File: config.mk
export PLATFORM = sky130hd
export DESIGN_NAME = aoi_pipe
export DESIGN_NICKNAME = d
export VERILOG_FILES = /design/src/rtl/aoi_pipe.sv
export SDC_FILE = /design/constraint.sdc
export NUM_CORES = 1
export LEC_CHECK = 0
export CAP_MARGIN = 20
export CORE_MARGIN = 10
export CORE_UTILIZATION = 50
export DETAILED_ROUTE_END_ITERATION = 8
export PLACE_DENSITY = 0.85
export SYNTH_ARGS = -nofsm -noshare
export SYNTH_HDL_FRONTEND = slang
export SYNTH_SLANG_ARGS = --single-unit
File: constraint.sdc
create_clock -name clk -period 4.3 [get_ports clk]
set_clock_uncertainty 0.2 [all_clocks]
set_input_delay 0.43 -clock clk [delete_from_list [all_inputs] [get_ports clk]]
set_output_delay 0.43 -clock clk [all_outputs]
set_load 0.1 [all_outputs]
File: src/rtl/aoi_pipe.sv
// aoi_pipe: two-stage pipelined bitwise and-or-invert datapath.
// Each transaction carries TERMS groups of INPUTS operands. The mode field picks
// AOI, AO, OAI or OA. Stage 1 reduces each group and stage 2 combines the group
// results, then optionally inverts. A counter tracks completed output handshakes.
//
// Handshake: a beat moves on a rising edge where valid && ready are both high.
// A producer holds valid and its payload stable until ready is seen.
// in_ready depends only on pipeline state, never on in_valid.
// out_valid/out_data/out_mode hold stable while out_ready is low.
module aoi_pipe #(
  parameter int WIDTH  = 8,
  parameter int TERMS  = 2,
  parameter int INPUTS = 2,
  parameter int CNT_W  = 16
) (
  input  logic                            clk,
  input  logic                            rst,
  input  logic                            in_valid,
  output logic                            in_ready,
  input  logic [1:0]                      in_mode,
  input  logic [TERMS*INPUTS*WIDTH-1:0]   in_data,
  output logic                            out_valid,
  input  logic                            out_ready,
  output logic [WIDTH-1:0]                out_data,
  output logic [1:0]                      out_mode,
  output logic [CNT_W-1:0]                txn_count
);

  // Stage-1 holding registers: one reduced value per term plus its mode.
  logic             s1_valid;
  logic [1:0]       s1_mode;
  logic [WIDTH-1:0] s1_term [TERMS];

  logic [WIDTH-1:0] s1_next [TERMS];
  logic [WIDTH-1:0] s2_next;

  logic s2_free;
  logic s1_move;
  logic in_fire;
  logic out_fire;

  // Pipeline advance: the output slot is free when empty or being drained,
  // so a full pipe can drain, shift and refill in the same cycle.
  always_comb begin
    s2_free  = !out_valid || out_ready;
    s1_move  = s1_valid && s2_free;
    in_ready = !rst && (!s1_valid || s2_free);
    in_fire  = in_valid && in_ready;
    out_fire = out_valid && out_ready;
  end

  // First level: reduce each group's operands with AND (mode[1]=0) or OR (mode[1]=1).
  always_comb begin
    for (int t = 0; t < TERMS; t++) begin
      s1_next[t] = in_data[(t*INPUTS)*WIDTH +: WIDTH];
      for (int i = 1; i < INPUTS; i++) begin
        if (in_mode[1])
          s1_next[t] = s1_next[t] | in_data[(t*INPUTS+i)*WIDTH +: WIDTH];
        else
          s1_next[t] = s1_next[t] & in_data[(t*INPUTS+i)*WIDTH +: WIDTH];
      end
    end
  end

  // Second level: combine group results with the dual operator, then invert unless mode[0]=1.
  always_comb begin
    s2_next = s1_term[0];
    for (int t = 1; t < TERMS; t++) begin
      if (s1_mode[1])
        s2_next = s2_next & s1_term[t];
      else
        s2_next = s2_next | s1_term[t];
    end
    if (!s1_mode[0])
      s2_next = ~s2_next;
  end

  // Stage 1 register: load on input transfer, otherwise empty when it hands off to stage 2.
  always_ff @(posedge clk) begin
    if (rst) begin
      s1_valid <= 1'b0;
      s1_mode  <= 2'b00;
      for (int t = 0; t < TERMS; t++)
        s1_term[t] <= '0;
    end else if (in_fire) begin
      s1_valid <= 1'b1;
      s1_mode  <= in_mode;
      for (int t = 0; t < TERMS; t++)
        s1_term[t] <= s1_next[t];
    end else if (s1_move) begin
      s1_valid <= 1'b0;
    end
  end

  // Stage 2 / output register: capture on stage-1 hand-off, drop valid when drained with nothing behind.
  always_ff @(posedge clk) begin
    if (rst) begin
      out_valid <= 1'b0;
      out_data  <= '0;
      out_mode  <= 2'b00;
    end else if (s1_move) begin
      out_valid <= 1'b1;
      out_data  <= s2_next;
      out_mode  <= s1_mode;
    end else if (out_fire) begin
      out_valid <= 1'b0;
    end
  end

  // Completed output handshakes, wrapping naturally at 2^CNT_W.
  always_ff @(posedge clk) begin
    if (rst)
      txn_count <= '0;
    else if (out_fire)
      txn_count <= txn_count + CNT_W'(1);
  end

endmodule

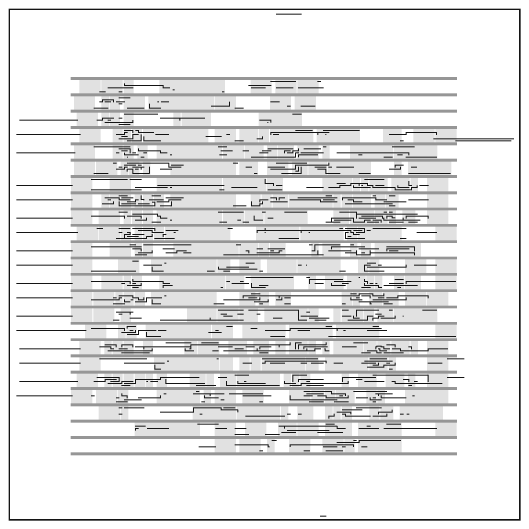
run_1/m1.png
(6 px per µm) Supply wires on this layer in grey. Cells faint in the background.
main direction: horizontal
longest straight run: 21.2 µm
share of all routed wire: 42%
wire length on this layer: 1830 µm
nets with wire on the layer: 286
met1 Track Usage GR: 13.5%
vias after detailed routing: 1752
post-detailed-routing wire length: 4.38 mm

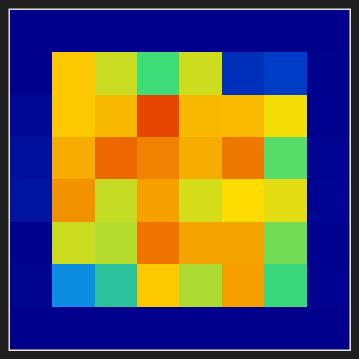
run_1/util_map.png
(4 px per µm) The die is cut into 8 by 8 equal tiles; dark blue is low, red is high, 0 to 100% covered.
fullest tile: 92%
densest ninth of the die: centre
mean over tiles: 39%
emptiest ninth of the die: upper right
tiles over 75% full: 28%
nearly empty tiles: 41%

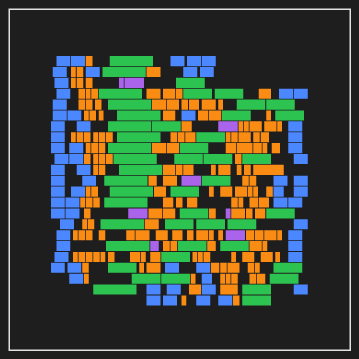
run_1/class_map.png
(4 px per µm)
legend:
  remaining buffers and delay cells:
    colour: blue
    cells: 66
  clock drivers and dummy loads:
    colour: purple
    cells: 8
  remaining logic cells:
    colour: orange
    cells: 164
  registers:
    colour: green
    cells: 46

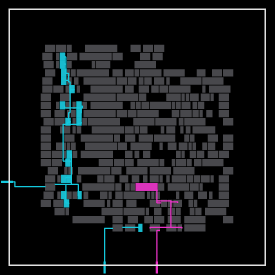
run_1/port_trees.png
(3 px per µm)
legend:
  out_valid:
    colour: magenta
    bits: 1
    direction: output
    edge: bottom
    end_cells: 1
    buffers: 1
    wire: 45.1 µm
  in_mode:
    colour: cyan
    bits: 2
    direction: input
    edge: 1 bottom, 1 left
    end_cells: 18
    buffers: 2
    wire: 125 µm

==> run summary, run 1 <==
Leading cell types by count after synthesis -> 30 x sky130_fd_sc_hd__dfxtp_1, 27 x sky130_fd_sc_hd__o21ai_0, 23 x sky130_fd_sc_hd__a21oi_1, 23 x sky130_fd_sc_hd__nand2_1, 17 x sky130_fd_sc_hd__nor2_1
Largest class -> registers
Sequence of cells on the critical path -> clkdlybuf4s50_1 > nor2b_1 > a211o_1 > nand2b_1
Maximum clock frequency -> 0.387 GHz
Xor and xnor fraction of the mapped netlist area -> 7.91%
Reported clock group power -> 0.248 mW
Slew at the pin closest to its max-slew limit -> 990 ps
Worst VDD drop -> 0.156 mV
Signal buffers -> 66
Multiplexer fraction of the synthesized cell area -> 0.952%
Comb area -> 963 µm²
# Taps -> 50
Total count of max-transition violations in the final report -> 0
Via/cell ratio -> 5.25
Number of antenna diodes -> 0
Detailed-route wire length on metal 1 -> 1.83 mm
Area leader, netlist -> sky130_fd_sc_hd__dfxtp_1
Number of buffers inserted during clock tree synthesis -> 5
Most frequent cell after synthesis -> sky130_fd_sc_hd__dfxtp_1
Non-Filler Cell Area, Final -> 0.00286 mm²
Root Buffer -> sky130_fd_sc_hd__clkbuf_8
Average wire per cell in the routed design -> 13.1 µm
Power density over cell area -> 314 mW/mm²
Data buffer area share -> 22.9%
AO/OA Area Share -> 13.3%
Placed insts -> 326
Antenna violations before repair -> 0
Routed wire length on met2 -> 2.00 mm
Required time of the critical path -> 4000 ps
Power dissipated by switching net loads -> 0.247 mW
Fraction of power consumed by sequential logic -> 53.8%
Hold Path Class -> register to register
Multi-input gates -> 159
Hold_buf cts -> 0
Met3 usage -> 7.84%
Number of cells in the yosys synthesis report -> 220
Post-synth net total -> 259
Yosys stat area -> 0.00210 mm²
Die Span X -> 84.9 µm
Highest-count cells in the layout ignoring fill and taps -> 64 x sky130_fd_sc_hd__clkdlybuf4s50_1, 30 x sky130_fd_sc_hd__dfxtp_1, 27 x sky130_fd_sc_hd__o21ai_0
Buffers added on ports -> 65
Maximum number of pins on one net before global-route repair -> 35
Buffers inserted during post-CTS setup optimization -> 0
Number of distinct standard cells referenced by the synthesized netlist -> 35
Critical path depth in cells -> 4
Outcome -> finished clean
Commonest register cell after synthesis -> sky130_fd_sc_hd__dfxtp_1
Multi-input combinational area share -> 33.6%
Adders+Majority by Area -> 4.40%
Slowest stage cell on the critical path -> sky130_fd_sc_hd__a211o_1
Inverter tally of the final layout excluding the clock network -> 5
Final worst hold slack -> 286 ps
Vert. Die Dim -> 84.9 µm
Critical path start-end classification -> input pin to register
Fillers -> 312
Number of design rule violations left after detail routing -> 0
Synth top area cells -> sky130_fd_sc_hd__dfxtp_1 29%, sky130_fd_sc_hd__edfxtp_1 23%, sky130_fd_sc_hd__o21ai_0 6.4%
Tally of clock buffers in the finished layout -> 7
Unrepaired setup endpoints after global routing -> no
Top sig layer -> met4
Endpoint of the worst hold-timing path -> txn_count[15]
Count of library flops with an enable pin -> 16
Number of global-route vias before repair -> 1754
Setup crit start kind -> input pin
Fraction of area in registers -> 37.7%
Setup ws final -> 1710 ps
Synthesis-stage register bit count -> 46
Number of resized instances in the post-cts repair step -> 0
Delay of the slowest cell on the worst path -> 560 ps
Worst reg2reg path depth -> 3
Die area -> 0.00720 mm²
Endpoint kind of the worst setup timing path -> register
Number of warnings the tools reported -> 26
Power of the sequential group -> 0.484 mW
Clock latency on the worst-skew pair -> 290 ps
Number of warning messages in the yosys log -> 0
Clock sink count -> 46
Slew HR -> 33.8%
Part of the total power dissipated in the clock network -> 27.6%
Final worst path period share -> 60.2%
Syn-to-layout area delta -> 36.2%
TritonCTS clock tree -> built
Largest logic family -> simple AND/OR/NAND/NOR gates
Final-layout clock-cell area share -> 2.88%
Final Total Pwr -> 0.899 mW
Dpl hpwl -> 3.46 mm
CTS clock-pin slew for the worst setup and hold paths -> 80 ps
Final setup violating endpoints -> 0
Combined flip-flop and latch cell area -> 0.00108 mm²
Sum of overflow across all layers after global routing -> 0
Minimum clock period after layout -> 2590 ps
Power of the combinational group -> 0.168 mW
Worst flop-to-flop path endpoint -> s1_term[0][13]
Net total in the final layout -> 322
Startpoint of the worst hold path -> txn_count[15]
Max-capacitance violation count -> 0
Amount of wire on met3 after detailed routing -> 496 µm
Post-layout utilization of the core -> 71.1%
H-Tree Level Count -> 2
FF+latch count -> 46
==> run 2, diff against run 1 <==
--- a/config.mk
+++ b/config.mk
@@ -7,9 +7,9 @@
 export LEC_CHECK = 0
 export CAP_MARGIN = 20
 export CORE_MARGIN = 10
-export CORE_UTILIZATION = 50
+export CORE_UTILIZATION = 46
 export DETAILED_ROUTE_END_ITERATION = 8
-export PLACE_DENSITY = 0.85
+export PLACE_DENSITY = 0.79
 export SYNTH_ARGS = -nofsm -noshare
 export SYNTH_HDL_FRONTEND = slang
 export SYNTH_SLANG_ARGS = --single-unit
==> constraint.sdc (replaced) <==
create_clock -name clk -period 2.6 [get_ports clk]
set_clock_uncertainty 0.2 [all_clocks]
set_input_delay 0.26 -clock clk [delete_from_list [all_inputs] [get_ports clk]]
set_output_delay 0.26 -clock clk [all_outputs]
set_load 0.1 [all_outputs]
==> run summary, run 2 <==
Average wire per cell in the routed design -> 13.7 µm
Bufs on Longest Clock Path -> 2
Clock sink count -> 46
Max-capacitance violation count -> 0
Part of the total power dissipated in the clock network -> 29.2%
Detailed-route wire length on metal 1 -> 1.99 mm
Area leader, netlist -> sky130_fd_sc_hd__dfxtp_1
Final setup violating endpoints -> 0
Reported clock group power -> 0.446 mW
Via/cell ratio -> 5.22
R2R Setup Slk -> 760 ps
Detailed Route Iter0 Violations -> 99
Final-report hold violation count -> 0
Final Total Pwr -> 1.53 mW
Combined flip-flop and latch cell area -> 0.00108 mm²
Global routing usage on met2 -> 20.8%
Top sig layer -> met4
Comb area -> 967 µm²
Global-route wire length before repair -> 7.62 mm
Maximum number of pins on one net before global-route repair -> 27
Post-detailed-routing wire length -> 4.65 mm
Internal power component -> 1.11 mW
Endpoint of the worst hold-timing path -> out_data[2]
Fillers -> 374
Power dissipated by switching net loads -> 0.420 mW
Family with the most delay on the worst path -> simple AND/OR/NAND/NOR gates
Outcome -> finished clean
Unrepaired setup endpoints after global routing -> no
Amount of wire on met3 after detailed routing -> 397 µm
Number of iterations in the first detailed-routing pass -> 4
Hold Path Class -> register to register
Xor and xnor fraction of the mapped netlist area -> 7.91%
Most used routing layer -> met2
Synthesized area divided by synthesized cell count -> 9.56 µm²
Endpoint kind of the worst setup timing path -> register
Net total in the final layout -> 325
Met1 Track Usage GR -> 12.6%
Power of the sequential group -> 0.799 mW
Worst slack after detailed placement -> 459 ps
Global routing usage summed across all routing layers -> 12.2%
Most frequent cell after synthesis -> sky130_fd_sc_hd__dfxtp_1
AO/OA Area Share -> 13.3%
Worst reg2reg path depth -> 5
Num ports -> 66
Group drawing the most power -> sequential cells
Met3 usage -> 6.22%
Delay of the slowest cell on the worst path -> 440 ps
Non-Filler Cell Area, Final -> 0.00285 mm²
CP Capture Point -> txn_count[14]
Last weighted congestion value of the routability-driven placer -> 0.778
Number of buffers and inverters on the critical path -> 0
Yosys stat area -> 0.00210 mm²
Slowest stage cell on the critical path -> sky130_fd_sc_hd__or4b_1
Fraction of area in registers -> 38.0%
Inverter tally of the final layout excluding the clock network -> 5
Buffers added on ports -> 65
Power of the combinational group -> 0.283 mW
Number of warnings the tools reported -> 26
Multiplexer fraction of the synthesized cell area -> 0.952%
Sequential-to-total area share from yosys stat -> 51.4%
Critical path start-end classification -> register to register
Post-layout utilization of the core -> 65.0%
Fraction of registers with async set or reset after synthesis -> 0%
Number of global-route vias before repair -> 1703
Slew at the pin closest to its max-slew limit -> 513 ps
Required time of the critical path -> 2630 ps
FF+latch count -> 46
Switching share of total power -> 27.5%
Buffers inserted during post-CTS setup optimization -> 0
Worst VDD drop -> 0.272 mV
Instance area at placement -> 0.00276 mm²
Largest class -> registers
Setup ws final -> 757 ps
Leakage -> 1.12 nW
Synthesis-stage register bit count -> 46
Number of instances on the worst hold path -> 2
Signal buffers -> 69
Largest logic family -> simple AND/OR/NAND/NOR gates
Placed insts -> 331
Syn-to-layout area delta -> 35.4%
Vert. Die Dim -> 87.6 µm
Startpoint of the worst hold path -> out_data[2]
Critical-path maximum fanout -> 8
Power density over cell area -> 537 mW/mm²
Multi-input combinational area share -> 34.0%
Setup crit start kind -> register
Data buffer area share -> 21.9%
Vias after detailed routing -> 1769
Share of final-layout standard cells stronger than drive strength 1 -> 15.3%
Synthesized instance count -> 220
Tally of clock buffers in the finished layout -> 7
Commonest register cell after synthesis -> sky130_fd_sc_hd__dfxtp_1
Maximum clock frequency -> 0.542 GHz
Leading cell types by count after synthesis -> 30 x sky130_fd_sc_hd__dfxtp_1, 27 x sky130_fd_sc_hd__o21ai_0, 23 x sky130_fd_sc_hd__a21oi_1, 23 x sky130_fd_sc_hd__nand2_1, 17 x sky130_fd_sc_hd__nor2_1
Number of cells in the yosys synthesis report -> 220
R2R Path Start -> txn_count[0]
Number of buffers inserted during clock tree synthesis -> 5
Detail Route Antenna Nets -> 0
Sum of overflow across all layers after global routing -> 0
Synth top area cells -> sky130_fd_sc_hd__dfxtp_1 29%, sky130_fd_sc_hd__edfxtp_1 23%, sky130_fd_sc_hd__o21ai_0 6.4%
CTS clock-pin slew for the worst setup and hold paths -> 80 ps
Number of design rule violations left after detail routing -> 0
H-Tree Level Count -> 2
Summed negative setup slack over all endpoints -> 0 ps
Die area -> 0.00768 mm²
Number of resized instances in the post-cts repair step -> 0
Total count of max-transition violations in the final report -> 0
CP Data Arrival Time -> 1880 ps
Adders+Majority by Area -> 4.40%
Die Span X -> 87.6 µm
Multi-input gates -> 159
Largest registers -> s1_term (16), txn_count (16), out_data (8)
Post-synth net total -> 259
Largest type area fraction -> 28.6%
Clock latency on the worst-skew pair -> 300 ps
Final worst hold slack -> 292 ps
Antenna violations before repair -> 0
Number of antenna diodes -> 0
And+or+nand+nor area frac -> 19.2%
Routed wire length on met2 -> 2.21 mm
Dpl hpwl -> 3.61 mm
Mapped cell area -> 0.00210 mm²
TritonCTS clock tree -> built
Fraction of power consumed by sequential logic -> 52.3%
Highest-count cells in the layout ignoring fill and taps -> 37 x sky130_fd_sc_hd__clkdlybuf4s50_1, 31 x sky130_fd_sc_hd__buf_4, 30 x sky130_fd_sc_hd__dfxtp_1
Initial Util -> 48.0%
Hold_buf cts -> 0
Count of library flops with an enable pin -> 16
Final-layout clock-cell area share -> 3.25%
Worst flop-to-flop path endpoint -> txn_count[14]
Number of distinct standard cells referenced by the synthesized netlist -> 35
Most numerous logic cell after layout -> sky130_fd_sc_hd__clkdlybuf4s50_1
Slew HR -> 65.7%
Final worst path period share -> 70.9%
Sequence of cells on the critical path -> ha_1 > nand3_1 > nor2_1 > or4b_1 > a21oi_1
Number of warning messages in the yosys log -> 0
Combinational power share -> 18.5%
Critical path depth in cells -> 5
Minimum clock period after layout -> 1840 ps
Root Buffer -> sky130_fd_sc_hd__clkbuf_8
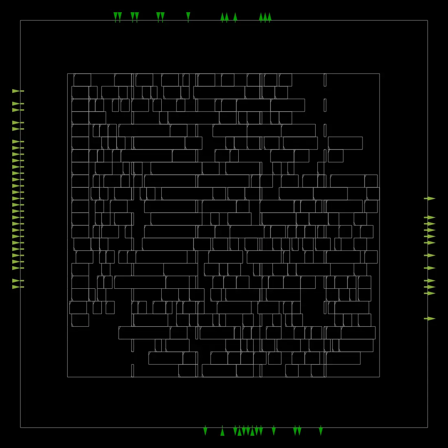
run_2/placed.png
post-layout instance count excluding filler cells: 339
area of the core: 0.00438 mm²
Rows: 24
# Taps: 52

==> run 3, diff against run 2 <==
==> constraint.sdc (replaced) <==
create_clock -name clk -period 1.8 [get_ports clk]
set_clock_uncertainty 0.2 [all_clocks]
set_input_delay 0.18 -clock clk [delete_from_list [all_inputs] [get_ports clk]]
set_output_delay 0.18 -clock clk [all_outputs]
set_load 0.1 [all_outputs]
==> run summary, run 3 <==
Synthesis-stage register bit count -> 46
Antenna violations before repair -> 0
Most frequent cell after synthesis -> sky130_fd_sc_hd__dfxtp_1
Setup crit start kind -> register
H-Tree Level Count -> 2
Family with the most delay on the worst path -> flip-flops
Rows -> 24
Final Total Pwr -> 2.22 mW
R2R Setup Slk -> 80 ps
Dpl hpwl -> 4.28 mm
Sequential-to-total area share from yosys stat -> 51.4%
Delay of the slowest cell on the worst path -> 370 ps
Number of cells in the yosys synthesis report -> 220
Most numerous logic cell after layout -> sky130_fd_sc_hd__clkdlybuf4s50_1
Summed negative setup slack over all endpoints -> 0 ps
Post-layout instance count excluding filler cells -> 351
Number of distinct standard cells referenced by the synthesized netlist -> 35
Commonest register cell after synthesis -> sky130_fd_sc_hd__dfxtp_1
Endpoint kind of the worst setup timing path -> output port
Multi-input combinational area share -> 29.8%
TritonCTS clock tree -> built
Unrepaired setup endpoints after global routing -> no
Number of resized instances in the post-cts repair step -> 0
Post-layout utilization of the core -> 76.7%
Post-synth net total -> 259
Data buffer area share -> 31.6%
Largest logic family -> simple AND/OR/NAND/NOR gates
Highest-count cells in the layout ignoring fill and taps -> 37 x sky130_fd_sc_hd__clkdlybuf4s50_1, 29 x sky130_fd_sc_hd__buf_12, 27 x sky130_fd_sc_hd__o21ai_0
Area of the core -> 0.00438 mm²
Multiplexer fraction of the synthesized cell area -> 0.952%
Placed insts -> 342
Final worst path period share -> 96.8%
CP Data Arrival Time -> 1360 ps
Launch point of the worst path -> out_valid
Number of design rule violations left after detail routing -> 0
Number of global-route vias before repair -> 1818
Bufs on Longest Clock Path -> 2
Maximum number of pins on one net before global-route repair -> 21
Tally of clock buffers in the finished layout -> 7
Root Buffer -> sky130_fd_sc_hd__clkbuf_8
Yosys stat area -> 0.00210 mm²
Fillers -> 285
Comb area -> 0.00100 mm²
Worst reg2reg path depth -> 4
Setup ws final -> 58.2 ps
Final-report hold violation count -> 0
Sum of overflow across all layers after global routing -> 0
Minimum clock period after layout -> 1740 ps
Syn-to-layout area delta -> 59.8%
Number of iterations in the first detailed-routing pass -> 4
Critical-path maximum fanout -> 6
Required time of the critical path -> 1420 ps
Die area -> 0.00768 mm²
Leakage -> 1.26 nW
Most used routing layer -> met2
Critical path start-end classification -> register to output port
Power dissipated by switching net loads -> 0.624 mW
CTS clock-pin slew for the worst setup and hold paths -> 80 ps
Met3 usage -> 5.57%
CP Capture Point -> in_ready
Sequence of cells on the critical path -> nor2b_2 > buf_4 > a21oi_2 > buf_12
Synthesized instance count -> 220
Slew HR -> 67.8%
Global routing usage on met2 -> 24.1%
Amount of wire on met3 after detailed routing -> 347 µm
Largest registers -> s1_term (16), txn_count (16), out_data (8)
Via/cell ratio -> 5.30
Fraction of registers with async set or reset after synthesis -> 0%
Synthesized area divided by synthesized cell count -> 9.56 µm²
# Taps -> 52
Outcome -> finished clean
Number of warnings the tools reported -> 27
Number of buffers inserted during clock tree synthesis -> 5
Vias after detailed routing -> 1859
Xor and xnor fraction of the mapped netlist area -> 7.91%
Largest type area fraction -> 28.6%
Routed wire length on met2 -> 2.81 mm
Worst VDD drop -> 0.411 mV
Endpoint of the worst hold-timing path -> s1_mode[0]
Global routing usage summed across all routing layers -> 13.9%
Fraction of area in registers -> 33.6%
Worst flop-to-flop path endpoint -> txn_count[14]
Inverter tally of the final layout excluding the clock network -> 5
Max-capacitance violation count -> 0
Clock sink count -> 46
Non-Filler Cell Area, Final -> 0.00336 mm²
Detailed-route wire length on metal 1 -> 2.12 mm
Combined flip-flop and latch cell area -> 0.00113 mm²
Hold Path Class -> input pin to register
Reported clock group power -> 0.602 mW
Global-route wire length before repair -> 8.51 mm
Signal buffers -> 81
Total count of max-transition violations in the final report -> 0
Vert. Die Dim -> 87.6 µm
Buffers inserted during post-CTS setup optimization -> 0
Detail Route Antenna Nets -> 0
Final-layout clock-cell area share -> 2.49%
Largest class -> registers
Hold_buf cts -> 0
Part of the total power dissipated in the clock network -> 27.0%
Final setup violating endpoints -> 0
Leading cell types by count after synthesis -> 30 x sky130_fd_sc_hd__dfxtp_1, 27 x sky130_fd_sc_hd__o21ai_0, 23 x sky130_fd_sc_hd__a21oi_1, 23 x sky130_fd_sc_hd__nand2_1, 17 x sky130_fd_sc_hd__nor2_1
Power of the sequential group -> 1.15 mW
Mapped cell area -> 0.00210 mm²
Last weighted congestion value of the routability-driven placer -> 0.722
Initial Util -> 48.0%
And+or+nand+nor area frac -> 19.2%
Group drawing the most power -> sequential cells
Net total in the final layout -> 337
Slew at the pin closest to its max-slew limit -> 483 ps
Maximum clock frequency -> 0.574 GHz
Power of the combinational group -> 0.471 mW
Fraction of power consumed by sequential logic -> 51.8%
Power density over cell area -> 662 mW/mm²
Number of antenna diodes -> 0
Top sig layer -> met4
Synth top area cells -> sky130_fd_sc_hd__dfxtp_1 29%, sky130_fd_sc_hd__edfxtp_1 23%, sky130_fd_sc_hd__o21ai_0 6.4%
Count of library flops with an enable pin -> 16
Number of instances on the worst hold path -> 3
Combinational power share -> 21.2%
FF+latch count -> 46
Instance area at placement -> 0.00327 mm²
Final worst hold slack -> 250 ps
Die Span X -> 87.6 µm
Clock latency on the worst-skew pair -> 290 ps
Worst slack after detailed placement -> -176 ps
Slowest stage cell on the critical path -> sky130_fd_sc_hd__dfxtp_4
Adders+Majority by Area -> 4.40%
AO/OA Area Share -> 13.3%
R2R Path Start -> txn_count[7]
Startpoint of the worst hold path -> in_mode[0]
Share of final-layout standard cells stronger than drive strength 1 -> 25.8%
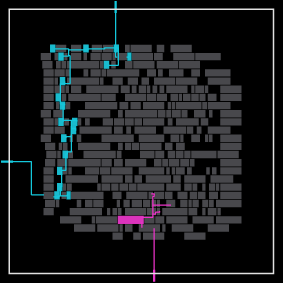
run_3/port_trees.png
(3 px per µm)
legend:
  out_valid:
    colour: magenta
    bits: 1
    direction: output
    edge: bottom
    end_cells: 1
    buffers: 1
    wire: 38.3 µm
  in_mode:
    colour: cyan
    bits: 2
    direction: input
    edge: 1 top, 1 left
    end_cells: 18
    buffers: 2
    wire: 146 µm
buffers added on ports: 65
num ports: 66

Power is estimated from default activity; no workload was simulated.
